### src/rtl/reg7_enable.sv
// rtl/reg7_enable.sv - WIDTH-bit storage register with synchronous active-low reset and load enable
module reg7_enable #(
    parameter int unsigned     WIDTH       = 7,
    parameter logic [WIDTH-1:0] RESET_VALUE = '0
) (
    input  logic [WIDTH-1:0] D,
    input  logic             clk,
    input  logic             reset,
    input  logic             enable,
    output logic [WIDTH-1:0] Q
);

    // Case-equality on enable so an unknown enable holds rather than loading X.
    always_ff @(posedge clk) begin
        if (!reset) begin
            Q <= RESET_VALUE;
        end else if (enable === 1'b1) begin
            Q <= D;
        end
    end

endmodule

### config.mk
export PLATFORM = sky130hd
export DESIGN_NAME = reg7_enable
export DESIGN_NICKNAME = d
export VERILOG_FILES = /design/src/rtl/reg7_enable.sv
export SDC_FILE = /design/constraint.sdc
export NUM_CORES = 1
export LEC_CHECK = 0
export CAP_MARGIN = 20
export CORE_AREA = 2 2 39 41
export DETAILED_ROUTE_END_ITERATION = 8
export DIE_AREA = 0 0 41 43
export PLACE_DENSITY_LB_ADDON = 0.12
export RECOVER_POWER = 100
export REMOVE_ABC_BUFFERS = 1
export SLEW_MARGIN = 25
export SYNTH_ARGS = -nofsm -noshare
export SYNTH_HDL_FRONTEND = slang
export SYNTH_SLANG_ARGS = --single-unit
### constraint.sdc
create_clock -name clk -period 0.8 [get_ports clk]
set_input_delay 0.16 -clock clk [delete_from_list [all_inputs] [get_ports clk]]
set_output_delay 0.16 -clock clk [all_outputs]
set_load 0.02 [all_outputs]
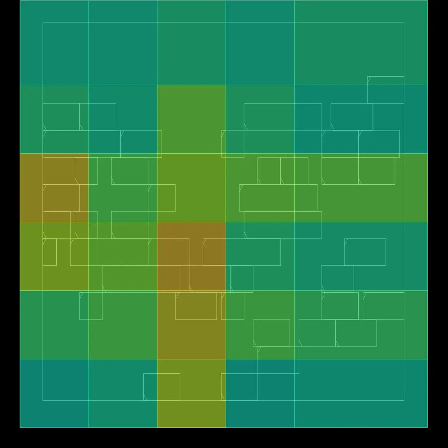
Figure 1: run 1, congestion heat map.
busiest layer in global routing: met2
met2 Use GR: 11.6%
Global Route met1 Usage: 7.82%
met3 Track Usage GR: 7.85%
Layout Utilization: 36.1%

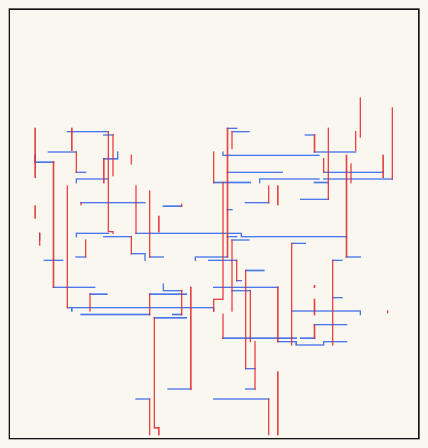
Figure 2: run 1, wiring by layer.
Only two layers are drawn.
| layer | colour | wire length |
|---|---|---|
| met2 | red | 244 um |
| met1 | blue | 213 um |

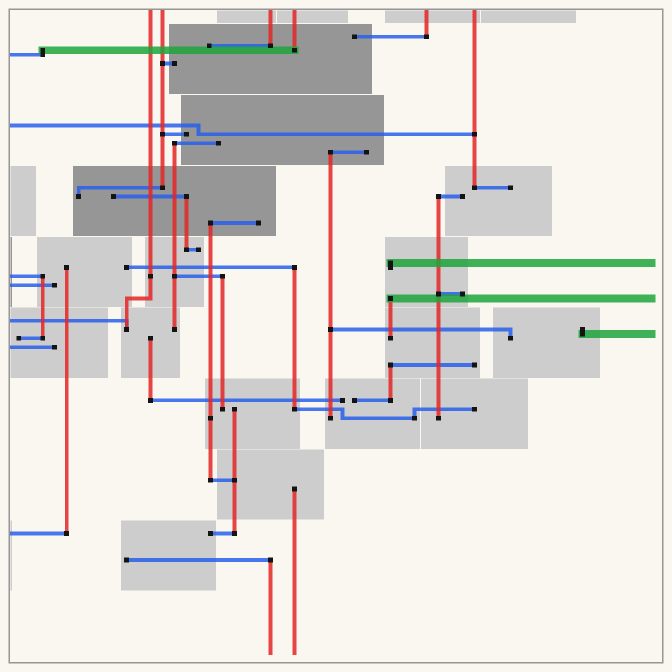
Figure 3: run 1, zoomed window.
Region (16, 0) to (41, 25) um. Cells in grey, sequential cells in the stronger grey; small squares are vias.
| layer | colour |
|---|---|
| met3 | green |
| met1 | blue |
| met2 | red |
netlist names of flops here include: `Q` (3)
cells with their middle in the window: 16
sequential cells in the window: 3
most frequent: buf_6 (5), dfxtp_2 (3), mux2i_1 (3)

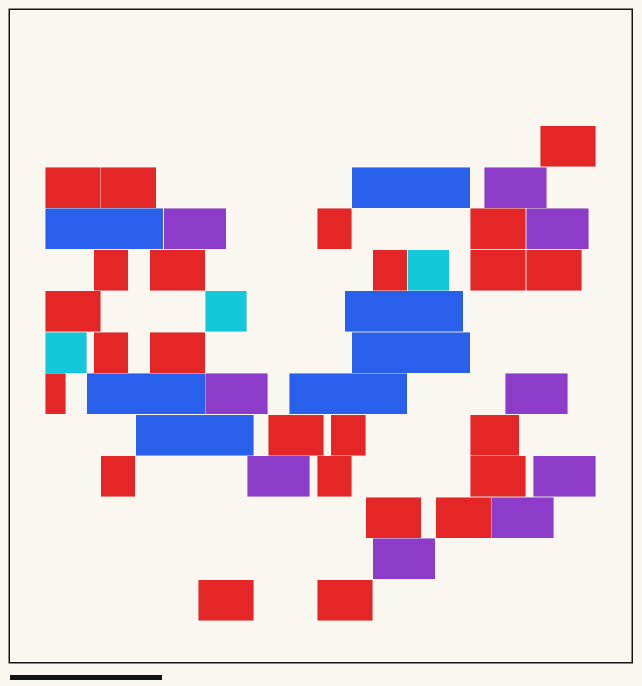
Figure 4: run 1, drive-strength map.
Scale bar: 10 um.
| size | colour | cells |
|---|---|---|
| drive 2 | blue | 7 |
| drive 6 and up | purple | 9 |
| drive 1 or less | red | 24 |
| drive 3 to 4 | cyan | 3 |

==> results_slide.txt, run 1 <==
Synthesis and Place & Route Summary

Run status
  • Outcome: finished, violations left
  • Failing checks: negative setup slack

Cells and area
  • Area grow syn2layout: 88.2%
  • Number of flip-flops in the largest register: 7

Hold path
  • Hold path start: enable

Final timing
  • Clock Skew: 0 ns
  • Max-slew headroom: 87.9%
  • Final period util: 106%
  • Worst setup margin: -0.0498 ns
  • F_max: around 1200 MHz
  • RSZ-0062 raised after global routing: yes
  • Pins Over Slew Limit: 0
  • Setup violations, final: 7

Global routing
  • Largest net degree at the start of global routing: 8
  • First-pass GRT wire length: 890 um
  • Grt ovf: 0

Pwr
  • Maximum VDD drop: ~0.0010 V
  • PD cells: approximately 1700 mW/mm2
  • P_leak: 0.220 nW
  • Overall Power: ~0.87 mW

Critical path
  • CP Depth: 1
  • CP Capture Type: output port
  • Worst path top cell family by delay: flip-flops
  • Biggest cell delay along the critical path: 0.33 ns
  • Crit-path cells: buf_6
  • CP required: 0.64 ns
  • R2r endpoint: Q[4]
  • Termination of the worst setup path: Q[4]
  • Worst path slowest cell: dfxtp_2

Synthesis
  • Most instantiated cells after synthesis: dfxtp_1 (7), mux2i_1 (7), nor2b_1 (7)
  • Sequential share of the synthesized area: 52.8%
  • Chip Area, Yosys: 265 um2
  • Synthesized registers: 7
  • Main flop type after synthesis: dfxtp_1
  • Post-synth top area share: 52.8%

Floorplanning
  • Full die area: 0.00176 mm2
  • Top-level I/O count: 17
  • FP Core Util: 19.2%

Routing
  • Drt total wl: around 570 um
  • Iter 0 DRT Violations: 2

Clocking
  • CTS tree: built
  • TritonCTS buffer count: 3
  • H-tree levels: 1

Run
  • Tool warning count: 27

Place
  • Placed insts: 55
  • DPL Wire Length: 454 um
run 1: cell families after synthesis:
kind of cell | after synthesis | synth area share [%]
muxes | 7 | 26.4
and+or+nand+nor | 7 | 16.5
DFF | 7 | 52.8
buffers and inverters | 1 | 4.24
run 1: power breakdown:
group	internal, mW	leakage, nW	switching, mW
sequential	0.375	0.0603	0.0132
clock	0.190	0.0150	0.122
combinational	0.109	0.145	0.0636
run 1: layer usage:
metal,global-route usage [%],wire (um),part of all wire (%)
met3,7.85,108,19
met4,2.00,0,0
met5,0,0,0
met2,11.6,244,43
met1,7.82,213,38
run 1: cells in the final DEF, fill, tap and decap left out, drive strengths merged:
cell type,n
dfxtp,7
clkdlybuf4s50,8
nor2b,7
clkbuf,4
buf,9
dlygate4sd2,1
mux2i,7
run 1: worst min-delay path by stage:
stage               cells past startpoint  slack, ns  endpoint
floorplan                               1       0.29      Q[0]
global placement                        2       0.50      Q[4]
detailed placement                      2       0.51      Q[6]
CTS                                     4       0.48      Q[4]
global route                            4       0.51      Q[5]
finish                                  4       0.49      Q[2]
run 1: cell type report:
cell class	count	area (um2)
Clock buffer	4	26.3
Fill cell	147	885
Multi-Input combinational cell	14	114
Sequential cell	7	149
Tap cell	16	20.0
Timing Repair Buffer	18	190
run 1: through the flow:
| stage | setup TNS, ns | instance area [um2] | hold WS, ns | setup WS (ns) |
|---|---|---|---|---|
| finish | -0.317 | 499 | 0.488 | -0.0498 |
| global route | -0.510 | 499 | 0.514 | -0.0774 |
| CTS | -0.403 | 499 | 0.480 | -0.0608 |
| detailed placement | -4.40 | 449 | 0.508 | -0.372 |
| global placement | -4.15 | 449 | 0.495 | -0.338 |
| floorplan | 0 | 254 | 0.288 | 0.132 |
--- run 2 (diff from run 1) ---
--- a/config.mk
+++ b/config.mk
@@ -9,6 +9,7 @@
 export CORE_AREA = 2 2 39 41
 export DETAILED_ROUTE_END_ITERATION = 8
 export DIE_AREA = 0 0 41 43
+export MAX_ROUTING_LAYER = met4
 export PLACE_DENSITY_LB_ADDON = 0.12
 export RECOVER_POWER = 100
 export REMOVE_ABC_BUFFERS = 1
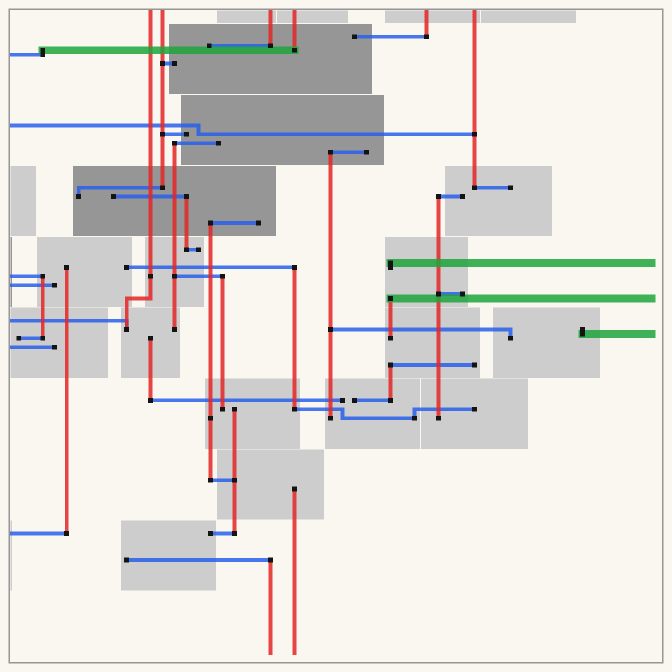
Figure 5: run 2, zoomed window.
Region (16, 0) to (41, 25) um. Cells in grey, sequential cells in the stronger grey; small squares are vias.
| layer | colour |
|---|---|
| met3 | green |
| met2 | red |
| met1 | blue |
sequential cells in the window: 3
most frequent: buf_6 (5), dfxtp_2 (3), mux2i_1 (3)
cells with their middle in the window: 16
netlist names of flops here include: `Q` (3)

==> run 2 against run 1 <==
The run still ends with negative setup slack left. Fmax up 0.22%. Critical path depth unchanged. Clock skew unchanged. Non-clock buffer count unchanged. Via count up 0.43%. Final cell count is the same. Utilization is the same. Setup slack better by 0.0018 ns. Sequential share of layout area unchanged. Synthesized cell count unchanged. Synthesized area is the same.
==> results_slide.txt, run 2 <==
Synthesis and Place & Route Summary

Run status
  • Outcome: finished, violations left (unchanged)
  • Failing checks: negative setup slack (unchanged)

Cells and area
  • Final-layout fill cell count: 147 (unchanged)
  • Most frequent logic cell in the layout: buf_6 (unchanged)
  • Area grow syn2layout: 88.2% (unchanged)
  • Layout Utilization: 36.1% (unchanged)
  • Design Area, Final: 499 um2 (unchanged)

Global routing
  • Grt ovf: 0 (unchanged)

Pwr
  • Maximum VDD drop: 0.00104 V (was 0.00105 V)
  • P_leak: 0.220 nW (unchanged)

Floorplanning
  • FP Core Util: 19.2% (unchanged)
  • Top-level I/O count: 17 (unchanged)
  • Full die area: 0.00176 mm2 (unchanged)

Final timing
  • Setup violations, final: 7 (unchanged)
  • F_max: 1180 MHz (about the same)
  • Clock Skew: 0 ns (unchanged)
  • Final hold slack: 0.490 ns (was 0.488 ns)
  • Final period util: 106% (about the same)
  • Max-slew headroom: 87.9% (about the same)
  • Worst setup margin: -0.0479 ns (was -0.0498 ns)

Clocking
  • H-tree levels: 1 (unchanged)

Critical path
  • Biggest cell delay along the critical path: 0.33 ns (about the same)
  • CP required: 0.64 ns (about the same)

Synthesis
  • Post-synth top area share: 52.8% (unchanged)
  • Synthesized registers: 7 (unchanged)
  • Chip Area, Yosys: 265 um2 (unchanged)
  • Main flop type after synthesis: dfxtp_1 (unchanged)
-- run 2: cell families after synthesis --
| kind of cell | after synthesis | synth area share (%) |
|---|---|---|
| muxes | 7 | 26.4 |
| DFF | 7 | 52.8 |
| and+or+nand+nor | 7 | 16.5 |
| buffers and inverters | 1 | 4.24 |
-- run 2: where the power goes --
part | leakage (nW) | switching, mW | total (mW) | internal (mW)
Combinational | 0.145 | 0.0637 | 0.172 | 0.109
Sequential | 0.0603 | 0.0132 | 0.388 | 0.375
Clock | 0.0150 | 0.120 | 0.309 | 0.190
Total | 0.220 | 0.197 | 0.870 | 0.673
-- run 2: path summary, 6_finish.rpt --
check / slack, ns / to / from
hold / removal: 0.49 / Q[2] / enable
setup reg to reg: 0.18 / Q[4] / Q[4]
setup / recovery: -0.05 / Q[4] / Q[4]
hold reg to reg: 0.51 / Q[6] / Q[6]
-- run 2: routing by layer --
metal | vias up | routed length (um) | GRT usage (%)
li1 | 114 | - | -
met1 | 102 | 218 | 8.14
met2 | 17 | 244 | 11.6
met3 | 0 | 102 | 7.33
met4 | 0 | 0 | 2.00
met5 | - | 0 | -
-- run 2: cell type report --
cell class / instances / area, um2 / share of cell area (%)
clock buffer: 4 / 26.3 / 5.26
multi-input combinational: 14 / 114 / 22.8
sequential: 7 / 149 / 29.8
tap: 16 / 20.0 / 4.01
timing repair buffer: 18 / 190 / 38.1
-- run 2: timing repair --
item / in CTS / in global routing
resized: 52 / 0
endpoints found under the setup margin: 14 / 7
endpoints found under the hold margin: 0 / 0
setup buffers: 0 / 0
-- run 2: worst register-to-register path, cell delays in order (launching register included) --
cell and delay [ns]:
dfxtp_2 0.32, mux2i_1 0.13, nor2b_1 0.06
Power is estimated from default activity; no workload was simulated.
